Signal metal coverage by tile:
The bar under the picture is 20 um long. 12 x 21 tiles, from white (low) to dark blue (high), scaled to the fullest tile. Values are wire area over tile area, all layers added.
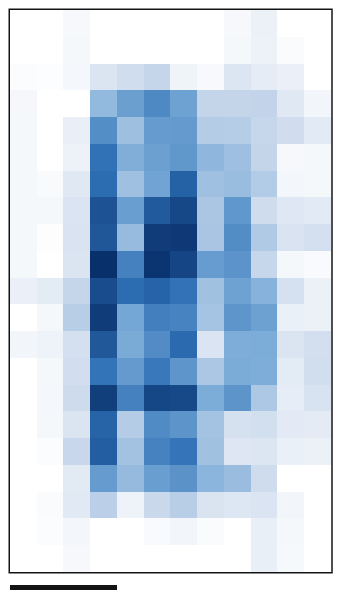
Clock wires, drivers and flops:
The bar under the picture is 20 um long.
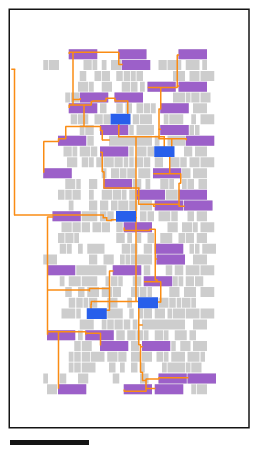
Layout detail:
Window x 10 to 50, y 32 to 72 um. Cells in gray, sequential cells in the stronger gray; small squares are vias.
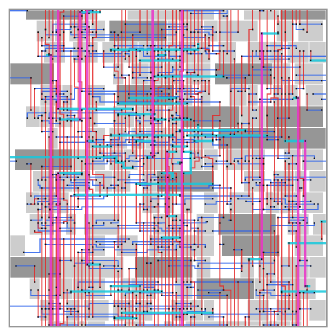
<file path="config.mk">
export PLATFORM = sky130hd
export DESIGN_NAME = controle_turno
export DESIGN_NICKNAME = d
export VERILOG_FILES = /design/src/rtl/controle_turno.sv
export SDC_FILE = /design/constraint.sdc
export NUM_CORES = 1
export LEC_CHECK = 0
export CORE_AREA = 8 8 52 97
export DETAILED_ROUTE_END_ITERATION = 10
export DIE_AREA = 0 0 60 105
export GPL_ROUTABILITY_DRIVEN = 0
export GPL_TIMING_DRIVEN = 0
export MAX_ROUTING_LAYER = met4
export PLACE_DENSITY_LB_ADDON = 0.2
export SLEW_MARGIN = 20
export SYNTH_ARGS = -nofsm -noshare
export SYNTH_HDL_FRONTEND = slang
export SYNTH_SLANG_ARGS = --single-unit
</file>
<file path="constraint.sdc">
create_clock -name clock -period 6.4 [get_ports clock]
set_clock_uncertainty 0.2 [all_clocks]
set_input_delay 1.28 -clock clock [delete_from_list [all_inputs] [get_ports clock]]
set_output_delay 1.28 -clock clock [all_outputs]
set_load 0.02 [all_outputs]
</file>
<file path="src/rtl/controle_turno.sv">
// controle_turno: shares one two-digit countdown timer between players A and B.
// Generates the 1 s count enable and the load strobe for the timer, swaps
// turns on the active player's button and ends the game on the last timeout.
module controle_turno #(
    parameter int CLK_DIV     = 50_000_000,
    parameter int PRESET_DEZ  = 3,
    parameter int PRESET_UNID = 0,
    parameter int MAX_FALTAS  = 3
) (
    input  logic       clock,
    input  logic       reset,
    input  logic       iniciar,
    input  logic       botao_a,
    input  logic       botao_b,
    input  logic       pausa,
    input  logic       fim,
    input  logic       quinze,
    output logic       tick,
    output logic       carga,
    output logic [1:0] dez_preset,
    output logic [3:0] unid_preset,
    output logic       jogador,
    output logic       alerta,
    output logic       estouro,
    output logic       fim_jogo,
    output logic       vencedor,
    output logic [1:0] faltas_a,
    output logic [1:0] faltas_b
);

    localparam int            PW         = (CLK_DIV > 1) ? $clog2(CLK_DIV) : 1;
    localparam logic [PW-1:0] PRESC_MAX  = PW'(CLK_DIV - 1);
    localparam logic [1:0]    FALTAS_LIM = 2'(MAX_FALTAS);

    typedef enum logic [2:0] {
        IDLE,
        LOAD,
        RUN,
        PAUSE,
        TIMEOUT,
        OVER
    } estado_t;

    estado_t       estado, estado_prox;
    logic [PW-1:0] presc, presc_prox;
    logic          jog_q, jog_prox;
    logic [1:0]    fa_q, fa_prox;
    logic [1:0]    fb_q, fb_prox;

    logic prev_ini, prev_a, prev_b, prev_pausa;
    logic ev_ini, ev_a, ev_b, ev_pausa, ev_ativo;
    logic [1:0] faltas_ativo;

    function automatic logic [1:0] sat_inc(input logic [1:0] v);
        return (v == 2'd3) ? v : v + 2'd1;
    endfunction

    // Previous button levels; reset to 1 so a button held through reset is not an event.
    always_ff @(posedge clock) begin
        if (reset) begin
            prev_ini   <= 1'b1;
            prev_a     <= 1'b1;
            prev_b     <= 1'b1;
            prev_pausa <= 1'b1;
        end else begin
            prev_ini   <= iniciar;
            prev_a     <= botao_a;
            prev_b     <= botao_b;
            prev_pausa <= pausa;
        end
    end

    assign ev_ini       = iniciar & ~prev_ini;
    assign ev_a         = botao_a & ~prev_a;
    assign ev_b         = botao_b & ~prev_b;
    assign ev_pausa     = pausa & ~prev_pausa;
    assign ev_ativo     = jog_q ? ev_b : ev_a;
    // In TIMEOUT this already holds the count incremented on entry.
    assign faltas_ativo = jog_q ? fb_q : fa_q;

    // State, prescaler, active player and timeout counters.
    always_ff @(posedge clock) begin
        if (reset) begin
            estado <= IDLE;
            presc  <= '0;
            jog_q  <= 1'b0;
            fa_q   <= 2'd0;
            fb_q   <= 2'd0;
        end else begin
            estado <= estado_prox;
            presc  <= presc_prox;
            jog_q  <= jog_prox;
            fa_q   <= fa_prox;
            fb_q   <= fb_prox;
        end
    end

    // Next-state and strobe generation; fim outranks every button in RUN.
    always_comb begin
        estado_prox = estado;
        presc_prox  = presc;
        jog_prox    = jog_q;
        fa_prox     = fa_q;
        fb_prox     = fb_q;
        tick        = 1'b0;
        carga       = 1'b0;
        case (estado)
            IDLE: begin
                if (ev_ini) estado_prox = LOAD;
            end
            LOAD: begin
                carga       = 1'b1;
                presc_prox  = '0;
                estado_prox = RUN;
            end
            RUN: begin
                if (fim) begin
                    // Timer already at 00: charge the timeout, no tick this cycle.
                    estado_prox = TIMEOUT;
                    if (jog_q) fb_prox = sat_inc(fb_q);
                    else       fa_prox = sat_inc(fa_q);
                end else begin
                    tick       = (presc == PRESC_MAX);
                    presc_prox = tick ? '0 : presc + 1'b1;
                    if (ev_ativo) begin
                        jog_prox    = ~jog_q;
                        estado_prox = LOAD;
                    end else if (ev_pausa) begin
                        estado_prox = PAUSE;
                    end
                end
            end
            PAUSE: begin
                // Prescaler frozen so the second resumes where it stopped.
                if (ev_pausa) estado_prox = RUN;
            end
            TIMEOUT: begin
                if (faltas_ativo == FALTAS_LIM) begin
                    estado_prox = OVER;
                end else if (ev_ini) begin
                    jog_prox    = ~jog_q;
                    estado_prox = LOAD;
                end
            end
            OVER: begin
                estado_prox = OVER;
            end
            default: begin
                estado_prox = IDLE;
            end
        endcase
    end

    assign dez_preset  = 2'(PRESET_DEZ);
    assign unid_preset = 4'(PRESET_UNID);
    assign jogador     = jog_q;
    assign faltas_a    = fa_q;
    assign faltas_b    = fb_q;
    assign alerta      = quinze & ((estado == RUN) | (estado == PAUSE));
    assign estouro     = (estado == TIMEOUT);
    assign fim_jogo    = (estado == OVER);
    // The player who timed out last stays in jogador, so the winner is the other one.
    assign vencedor    = fim_jogo & ~jog_q;

endmodule

</file>
==> flow_results.org <==
#+TITLE: Flow metrics

** Synth
- Measured against the total synthesized area, the mux share comes to 1.81%.
- Number of different library cells in the post-synthesis netlist :: 49
- Xor/xnor share of the synthesized area :: 1.19%
- Post-synthesis share of cell area spent on full adders, half adders and majority gates :: 1.70%

** Setup path
- Launching instance or port of the critical path :: fim
- Max fanout on the critical path was recorded as 6.
- Endpoint required time on the critical path :: 4920 ps

** Run status
- Run status :: complete, no violations

** Finish
- Top logic cell by instance count in the layout :: dfxtp_1
- Flip-flop count of the largest register, all copies and words added :: 26
- Largest register by flop count :: presc

** Floorplanning
- In the floorplan report the effective utilization is 58.0%.
- The total area inside the core boundary comes to 0.00380 sq mm.

** Detailed routing
- Drt initial violations :: 122

** Timing
- Max transition margin :: 40.5%

** GRT
- The initial antenna violation count was 0.

** Power and ir drop
- Total power consumption of the routed design :: 525 uW

** Clock network
- Buffer depth of the longest clock path :: 2
- CTS tree :: done
- Clock transition at the register clock pins on the worst setup and hold paths after CTS :: 80 ps
Back to the opening pictures, 'signal metal coverage by tile':
- densest ninth of the die: center
- fullest tile: 0.63
- mean over tiles: 0.17
Total GRT Usage: 22.1%
detail-routed net length per standard cell: 17.8 um
detailed-route via count: 2299

Back to the opening pictures, 'clock wires, drivers and flops':
- flip-flops: purple (count 38)
- clock wires: orange (length 516 um)
- clock-net drivers: blue (count 5)
- routed clock nets: 6
clock group share of total power: 47.4%
clock latency reported for the late side of the worst-skew pair: 300 ps
clock distribution power: 249 uW

Back to the opening pictures, 'layout detail':
- M4: magenta
- M2: red
- M3: cyan
- M1: blue
- most frequent: nand2_1 (15), nand3_1 (15), dfxtp_1 (15)
- netlist names of flops here include: `presc` (10), `estado` (3)
- sequential cells in the window: 15
- cells with their middle in the window: 148

-- report_power, final --
group	switching, uW	total, uW	internal (uW)
registers	0.876	239	238
logic	23.2	37.2	13.9
clock network	92.8	249	156
total	117	525	408
-- through the flow --
step | utilization [%] | hold WS [ps] | instances | instance area (sq um) | setup WS, ps
floorplan | - | 264 | 285 | 2220 | 2920
global placement | 64.8 | 287 | 354 | 2470 | 1550
detailed placement | 64.8 | 301 | 354 | 2470 | 1550
CTS | 68.5 | 315 | 362 | 2600 | 1550
global route | 68.5 | 329 | 362 | 2600 | 1380
finish | 68.5 | 316 | 362 | 2600 | 1560
-- Yosys cell counts, drive strengths merged, types with 3 or more instances --
library cell,instances,area share (%)
a21oi,13,2.9
a31oi,15,4.3
and3,7,2.0
buf,13,4.0
clkbuf,11,1.9
dfxtp,38,34
ha,3,1.7
inv,4,0.68
mux2i,4,1.8
nand2,34,5.8
nand3,33,7.5
nand4,11,3.1
nand4b,3,1.2
nor2,14,2.4
nor3,4,0.91
nor3b,3,1.0
nor4,7,2.9
o211ai,5,1.7
o21ai,6,1.4
or2,4,1.1
or3,5,1.4
or4,15,5.1
-- layout make-up --
class	instances	share of cell area, %
buffer	24	4.95
tap	51	2.45
timing repair buffer	18	6.92
clock inverter	3	2.64
sequential	38	29.2
inverter	4	0.577
multi-input combinational	219	50.6
clock buffer	5	2.64
-- metal layers --
layer | global-route usage [%] | wire [um]
met1 | 19.4 | 2220
met2 | 39.5 | 3510
met5 | - | 0
met3 | 3.81 | 388
met4 | 15.5 | 327
-- critical path, cell delays in order --
cell	delay, ps
clkdlybuf4s50_1	500
nor4b_1	700
and3_1	280
clkdlybuf4s50_1	600
Power figures rest on the tool's default switching activity, not on a simulated workload.
